**src/rtl/video_pkg.sv**
```systemverilog
// Constants shared by the video path (sync generator, frame-buffer arbiter).
// Also holds the arbiter state encoding.
package video_pkg;

  localparam int H_ACTIVE = 800;
  localparam int V_ACTIVE = 600;
  localparam int FB_WORDS = H_ACTIVE * V_ACTIVE;
  localparam int ADDR_W   = 19;
  localparam int DATA_W   = 8;

  typedef enum logic [1:0] {
    IDLE = 2'd0,
    DISP = 2'd1,
    HOST = 2'd2
  } arb_state_t;

endpackage

```
**src/rtl/vram_rd_ptr.sv**
```systemverilog
// Linear display read pointer: wraps at the end of the frame buffer and is rewound
// to 0 on frame start, never while a burst is still issuing reads.
module vram_rd_ptr #(
  parameter int FB_WORDS = video_pkg::FB_WORDS,
  parameter int ADDR_W   = video_pkg::ADDR_W
) (
  input  logic              clk,
  input  logic              rst,
  input  logic              inc,
  input  logic              frame_start,
  input  logic              burst_end,
  output logic [ADDR_W-1:0] ptr
);

  localparam logic [ADDR_W-1:0] LAST_ADDR = ADDR_W'(FB_WORDS - 1);

  logic              rewind_pend_reg;
  logic              rewind_now;
  logic [ADDR_W-1:0] ptr_next;

  // A pending rewind lands on the first edge that is not advancing the pointer
  // mid-burst, so reads already committed to a burst keep their addresses.
  assign rewind_now = (frame_start || rewind_pend_reg) && (burst_end || !inc);
  assign ptr_next   = (ptr == LAST_ADDR) ? '0 : ptr + 1'b1;

  always_ff @(posedge clk) begin
    if (rst) begin
      ptr             <= '0;
      rewind_pend_reg <= 1'b0;
    end else if (rewind_now) begin
      ptr             <= '0;
      rewind_pend_reg <= 1'b0;
    end else begin
      if (inc) begin
        ptr <= ptr_next;
      end
      if (frame_start) begin
        rewind_pend_reg <= 1'b1;
      end
    end
  end

endmodule

```
**src/rtl/vram_arbiter.sv**
```systemverilog
// Shares the single-port frame-buffer RAM between fixed-length display read bursts
// and single-word host writes; a waiting host is served after at most one burst.
module vram_arbiter #(
  parameter int H_ACTIVE = video_pkg::H_ACTIVE,
  parameter int V_ACTIVE = video_pkg::V_ACTIVE,
  parameter int ADDR_W   = video_pkg::ADDR_W,
  parameter int DATA_W   = video_pkg::DATA_W,
  parameter int BURST    = 16
) (
  input  logic              clk,
  input  logic              rst,
  input  logic              frame_start,
  input  logic              disp_req,
  output logic              disp_rvalid,
  output logic [DATA_W-1:0] disp_rdata,
  input  logic              host_wr_req,
  input  logic [ADDR_W-1:0] host_wr_addr,
  input  logic [DATA_W-1:0] host_wr_data,
  output logic              host_wr_ack,
  output logic              ram_en,
  output logic              ram_we,
  output logic [ADDR_W-1:0] ram_addr,
  output logic [DATA_W-1:0] ram_wdata,
  input  logic [DATA_W-1:0] ram_rdata
);

  import video_pkg::*;

  localparam int               FRAME_WORDS = H_ACTIVE * V_ACTIVE;
  localparam int               CNT_W       = (BURST > 1) ? $clog2(BURST) : 1;
  localparam logic [CNT_W-1:0] LAST_CNT    = CNT_W'(BURST - 1);

  arb_state_t        state_reg;
  logic [CNT_W-1:0]  cnt_reg;
  logic              host_owed_reg;
  logic              rd_pend_reg;
  logic [ADDR_W-1:0] rd_ptr;
  logic              last_read;
  logic              grant_host;
  logic              grant_disp;
  logic              ptr_inc;

  // cnt_reg tracks the read currently on the RAM pins; the last one ends the burst.
  assign last_read  = (state_reg == DISP) && (cnt_reg == LAST_CNT);
  assign grant_host = (state_reg == IDLE) && host_wr_req && (!disp_req || host_owed_reg);
  assign grant_disp = (state_reg == IDLE) && disp_req && !grant_host;
  assign ptr_inc    = grant_disp || ((state_reg == DISP) && !last_read);

  vram_rd_ptr #(
    .FB_WORDS (FRAME_WORDS),
    .ADDR_W   (ADDR_W)
  ) u_rd_ptr (
    .clk         (clk),
    .rst         (rst),
    .inc         (ptr_inc),
    .frame_start (frame_start),
    .burst_end   (last_read),
    .ptr         (rd_ptr)
  );

  always_ff @(posedge clk) begin
    if (rst) begin
      state_reg     <= IDLE;
      cnt_reg       <= '0;
      host_owed_reg <= 1'b0;
      rd_pend_reg   <= 1'b0;
      disp_rvalid   <= 1'b0;
      disp_rdata    <= '0;
      host_wr_ack   <= 1'b0;
      ram_en        <= 1'b0;
      ram_we        <= 1'b0;
      ram_addr      <= '0;
      ram_wdata     <= '0;
    end else begin
      // Read return path: one cycle inside the RAM, one in this register stage.
      rd_pend_reg <= ram_en && !ram_we;
      disp_rvalid <= rd_pend_reg;
      if (rd_pend_reg) begin
        disp_rdata <= ram_rdata;
      end

      ram_en      <= 1'b0;
      ram_we      <= 1'b0;
      host_wr_ack <= 1'b0;

      case (state_reg)
        IDLE: begin
          if (grant_host) begin
            state_reg     <= HOST;
            ram_en        <= 1'b1;
            ram_we        <= 1'b1;
            ram_addr      <= host_wr_addr;
            ram_wdata     <= host_wr_data;
            host_wr_ack   <= 1'b1;
            host_owed_reg <= 1'b0;
          end else if (grant_disp) begin
            state_reg <= DISP;
            ram_en    <= 1'b1;
            ram_addr  <= rd_ptr;
            cnt_reg   <= '0;
          end
        end
        DISP: begin
          if (last_read) begin
            state_reg <= IDLE;
            cnt_reg   <= '0;
            if (host_wr_req) begin
              host_owed_reg <= 1'b1;
            end
          end else begin
            ram_en   <= 1'b1;
            ram_addr <= rd_ptr;
            cnt_reg  <= cnt_reg + 1'b1;
          end
        end
        HOST: begin
          state_reg <= IDLE;
        end
        default: begin
          state_reg <= IDLE;
        end
      endcase
    end
  end

endmodule

```
**config.mk**
```make
export PLATFORM = sky130hd
export DESIGN_NAME = vram_arbiter
export DESIGN_NICKNAME = d
export VERILOG_FILES = /design/src/rtl/video_pkg.sv /design/src/rtl/vram_rd_ptr.sv /design/src/rtl/vram_arbiter.sv
export SDC_FILE = /design/constraint.sdc
export NUM_CORES = 1
export LEC_CHECK = 0
export CORE_UTILIZATION = 49
export CTS_BUF_LIST = sky130_fd_sc_hd__clkbuf_8
export DETAILED_ROUTE_END_ITERATION = 16
export GPL_ROUTABILITY_DRIVEN = 0
export PLACE_DENSITY = 0.81
export SLEW_MARGIN = 20
export SYNTH_ARGS = -nofsm -noshare
export SYNTH_HDL_FRONTEND = slang
export SYNTH_SLANG_ARGS = --single-unit
```
**constraint.sdc**
```tcl
create_clock -name clk -period 2.15 [get_ports clk]
set_input_delay 0.3225 -clock clk [delete_from_list [all_inputs] [get_ports clk]]
set_output_delay 0.3225 -clock clk [all_outputs]
set_load 0.01 [all_outputs]
```
Figure 1. Met4 routing.
(4 px per µm)
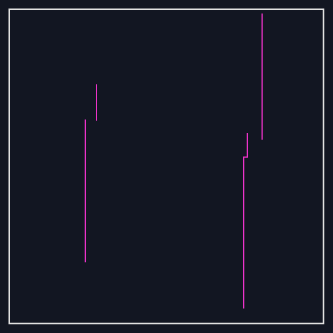
wire length on this layer: 120 µm
nets with wire on the layer: 2

Figure 2. Congestion heat map.
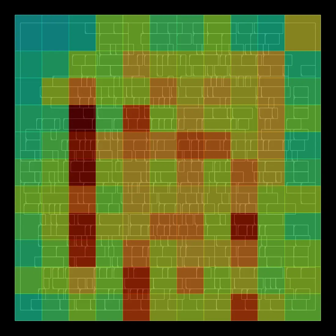
met2 Use GR: 0.376
GRT met3 Usage: 0.0442
final core occ: 0.704
WL/cell: 13.8 µm

Figure 3. Local utilization.
(4 px per µm) The die is cut into 8 by 8 equal tiles; white is low, dark blue is high, 0 to 100% covered.
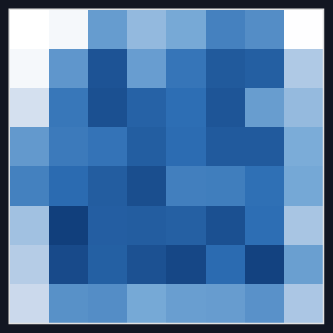
tiles over 75% full: 39%
emptiest ninth of the die: top left
nearly empty tiles: 3.1%
fullest tile: 94%
mean over tiles: 62%

Figure 4. Clock network drawn from the DEF.
(8 px per µm)
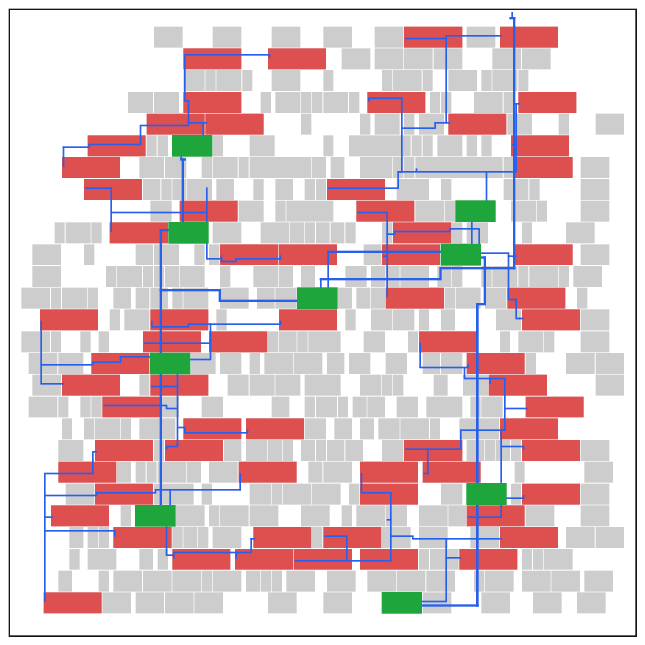
legend:
  flip-flops:
    color: red
    count: 66
  clock-net drivers:
    color: green
    count: 9
  clock wires:
    color: blue
    length: 760 µm
routed clock nets: 10
flops lie: spread over the die

==> results.sh <==
# flow metrics
export IMPL_cap_violations=0
export IMPL_antenna_cells=0
export IMPL_cp_num_cells=6
export IMPL_comb_area_mm2=0.00140
export IMPL_placed_cells=470
export IMPL_finalSetupViolations=0
export IMPL_clock_sinks=66
export IMPL_fmax_ghz=0.526
export IMPL_ys_warn_count=0
export IMPL_wl_met2_um=3180
export IMPL_cp_required_ns=2.37
export IMPL_grt_use_total=0.234
export IMPL_fin_nets=451
export IMPL_wl_met1_um=3150
export IMPL_power_leakage_nw=1.42
export IMPL_fp_nets=373
export IMPL_io_buffers=78
export IMPL_syn_cell_area_mm2=0.00284
export IMPL_synthTopCellsByCount="dfxtp_1, nand2_1, nor2_1"
export IMPL_cp_endpoint="u_rd_ptr.ptr[11]"
export IMPL_max_slew_worst_pin_slew_ns=0.485
export IMPL_cpLargestDelayFamily="AND-OR/OR-AND gates"
export IMPL_final_clk_cell_share=0.0545
export IMPL_taps=72
export IMPL_flop_area_mm2=0.00132
export IMPL_nFillCells=434
export IMPL_gr_usage_met1=0.303
export IMPL_grt_pass1_wl_um=11200
export IMPL_drtIter0Drc=146
export IMPL_num_multi_input_gates=241
export IMPL_worstSetupEndpointType="flop"
export IMPL_largest_area_cell="dfxtp_1"
export IMPL_vias=2608
export IMPL_crit_chain="ha_1 > nand3_1 > a22oi_2 > a21o_1 > a41o_1 > nor2_1"
export IMPL_sh_seq_area=0.339
export IMPL_path_class="reg -> reg"
export IMPL_critPathBufInv=0
export IMPL_hold_path_class="reg -> reg"
export IMPL_final_cell_mix="clkdlybuf4s50_1, dfxtp_1, nand2_1"
export IMPL_nNonClkInverters=1
export IMPL_yosysCellCount=331
export IMPL_tns_ns=0
export IMPL_outcome="complete, no violations"
export IMPL_grt_max_degree=29
export IMPL_critPathMaxStageDelay_ns=0.41
export IMPL_clk_pin_slew_ns=0.07
export IMPL_cts_tree="built"
export IMPL_drc=0
export IMPL_ys_area_mm2=0.00284
export IMPL_area_leaders="dfxtp_1, nand2_1, nor2_1"
export IMPL_grt_overflow=0
export IMPL_pin_count=79
export IMPL_min_from="ram_we"
export IMPL_place_ws_ns=0.0565
export IMPL_hpwl_um=4830
export IMPL_drtPass1Iterations=4
export IMPL_via_per_inst=5.37
export IMPL_slowest_stage="dfxtp_1"
export IMPL_async_reset_ff_frac=0
export IMPL_rsz0062_at_grt="no"
export IMPL_die_size_x_um=78.2
export IMPL_cts_root_buf="clkbuf_8"
export IMPL_warnings=26
export IMPL_post_route_period_util=0.884
export IMPL_highest_layer="met4"
export IMPL_r2r_cells=6
export IMPL_routed_wirelength_um=6690
export IMPL_worstSetupStartpoint="cnt_reg[0]"
export IMPL_dpl_cell_area_mm2=0.00369
export IMPL_fin_crit_ns=1.90
export IMPL_chip_area_mm2=0.00611
export IMPL_antenna_left=0
export IMPL_final_nonclk_buf_share=0.223
export IMPL_synth_main_ff_cell="dfxtp_1"
export IMPL_synth_cells=331
export IMPL_core_mm2=0.00554
export IMPL_clockBufferDepth=2
export IMPL_rrSetupSlack_ns=0.25
export IMPL_relSlewSlack=0.676
export IMPL_comb_area_share=0.360
export IMPL_worstHoldEndpoint="rd_pend_reg"
export IMPL_largestRegisters="ram_addr x19, u_rd_ptr.ptr x19"
export IMPL_r2r_end="u_rd_ptr.ptr[11]"
export IMPL_rows=27
export IMPL_grt_pass1_vias=2438
export IMPL_met3_length_um=243
export IMPL_num_clock_buffers=11
export IMPL_top_area_frac=0.465
export IMPL_synth_most_common_cell="dfxtp_1"
export IMPL_finalHoldViolations=0
logic make-up (layout without fill, tap and decap cells):
group / after synthesis / count (layout) / synth area share
DFF: 66 / 66 / 0.465
xor gates and xnor gates: 13 / 13 / 0.0400
adders and majority gates: 2 / 2 / 0.00880
buffers and inverters: 24 / 107 / 0.0418
muxes: 10 / 10 / 0.0352
AOI/OAI and AO/OA: 53 / 53 / 0.132
and+or+nand+nor: 163 / 163 / 0.277
where the power goes:
group / internal, mW / leakage [nW] / switching [mW]
Clock: 0.602 / 0.0982 / 0.484
Sequential: 1.33 / 0.538 / 0.0740
Combinational: 0.365 / 0.787 / 0.333
Total: 2.30 / 1.42 / 0.891
Power is estimated from default activity; no workload was simulated.
